Design gpr_rd_arbiter_flat, sky130hd; sources not shown.
The metal 1 layer:
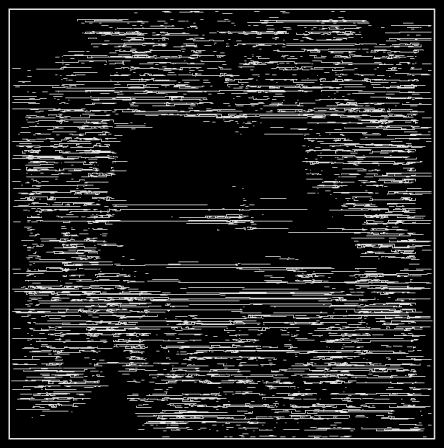
main direction	horizontal
nets with wire on the layer	1,882
share of all routed wire	41%
Post-Route WL: 42,800 um
M1 GR Usage: 25.2%
DR vias: 10.5k

Met2 routing:
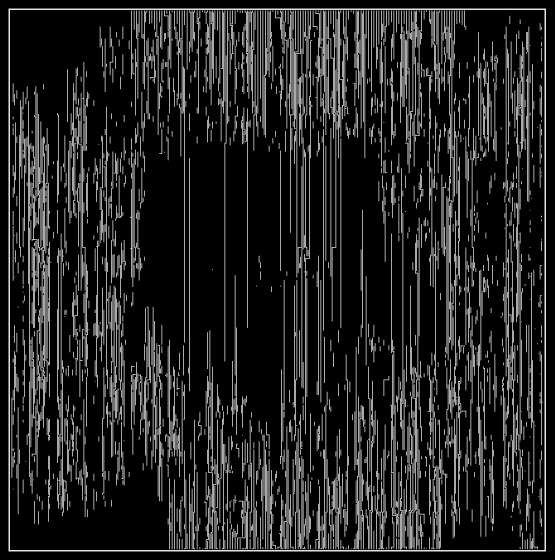
wire length on this layer	21.5 mm
share of all routed wire	50%
longest straight run	100 um
main direction	vertical
nets with wire on the layer	1,729
met2 usage: 38.7%

==> reports/results.ini <==
[cts]
cts-root-buf = clkbuf_16
cts.path.max_buffers = 2
h-tree-depth = 4
cts_tree = done

[min_path]
hold_depth = 2

[floorplan]
core_um2 = 36300
pin_count = 502
die_y_um = 197
chipArea_um2 = 38400

[final_layout]
drive_gt1_share_pct = 5.46
syn_to_final_growth_pct = 67.2
fin_nets = 2100
lay_top_count = clkdlybuf4s50_1
final_layout_top_logic_cells = 492 x clkdlybuf4s50_1, 292 x nand2_1, 193 x dfxtp_1
largest_reg_flops = 128

[run]
warnings = 29

[sta]
relSlewSlack_pct = 33.5
min_period_ns = 3.33
setup_violations = 0
slew_viol_final = 0
max_freq_mhz = 301
post-route-period-util_pct = 98.2

[route]
first_pass_iters = 4
viasPerCell = 4.62
drt_iter0_drc = 312
wl_per_cell_um = 18.9

[synth]
ys_warn_count = 0
area_leaders = dfxtp_1 40%, mux2i_1 16%, nand2_1 11%
yosys.area.top_type = dfxtp_1
yosys.area_share.xor_xnor_pct = 3.82
top_area_share_pct = 40.3
ff_type = dfxtp_1
compound_area_share_pct = 10.6
fp_nets = 1567
synth_area_per_cell_um2 = 7.72
synth_area_um2 = 9640
simple_gate_share_pct = 23.3
synthAdderAreaFrac_pct = 0.649
synth-edff-count = 0

[setup_path]
path_cells = dlygate4sd2_1, buf_6, inv_6, o211a_4, o32ai_2, a211oi_2, buf_6, buf_12, inv_1, ha_1, o211ai_1, inv_1, buf_4
endpoint_kind = output pin
criticalPathCategory = input pin to output pin
slowest_stage = dlygate4sd2_1
critPathMaxFanout = 10
rr_worst_depth = 14
crit_family = buffers and inverters

[power]
vdd_drop_max_mv = 0.351
p_comb_share_pct = 24.1
p_leak_nw = 5.87
seq_power_share_pct = 39.4
pwr-share-clk_pct = 36.5

[global_route]
grt_pass1_wl_um = 62600

[place]
port_buffers = 501
dp_hpwl_um = 34200

[outcome]
status = completed

-- power groups by stage --
| stage | Combinational (mW) | Clock [mW] | Sequential (mW) |
|---|---|---|---|
| 4_1_cts | 1.52 | 2.36 | 2.48 |
| 5_1_grt | 1.63 | 2.44 | 2.50 |
| 6_report | 1.52 | 2.30 | 2.48 |
| 3_3_place_gp | 1.48 | 0 | 2.53 |
| 3_5_place_dp | 1.49 | 0 | 2.54 |
| 2_1_floorplan | 0.685 | 0 | 2.54 |
-- metrics by stage --
| stage | utilization (%) | setup TNS, ns | power, mW | cells | worst slack [ns] |
|---|---|---|---|---|---|
| after global placement | 42.1 | -64.01 | 4.01 | 2217 | -1.10 |
| final | 44.4 | 0 | 6.31 | 2268 | 0.0623 |
| after detailed placement | 42.1 | -70.88 | 4.03 | 2217 | -1.13 |
| after CTS | 44.2 | 0 | 6.36 | 2254 | 0.00119 |
| after global routing | 44.4 | -0.0143 | 6.57 | 2266 | -0.0143 |
| after floorplan | - | 0 | 3.22 | 1248 | 0.0332 |
-- metal layers --
layer / share of wire [%] / vias to the layer above / track usage [%]
met5: 0 / - / 0
li1: - / 5219 / -
met3: 6.3 / 59 / 5.29
met4: 2.4 / 0 / 7.66
met2: 50 / 352 / 38.7
met1: 41 / 4847 / 25.2
-- what timing repair did --
item                       in CTS  in global routing
buffers inserted                5                  9
pin swaps                       5                  6
setup endpoints to repair     169                 35
gates resized                  53                 11
-- layout make-up --
cell class | instances | area [um2]
multi-input combinational | 944 | 5360
antenna | 6 | 15.0
tap | 468 | 586
inverter | 19 | 76.3
timing repair buffer | 515 | 5100
clock inverter | 14 | 224
clock buffer | 18 | 429
fill | 3679 | 20200
buffer | 90 | 430
sequential | 194 | 3880
Power is estimated from default activity; no workload was simulated.
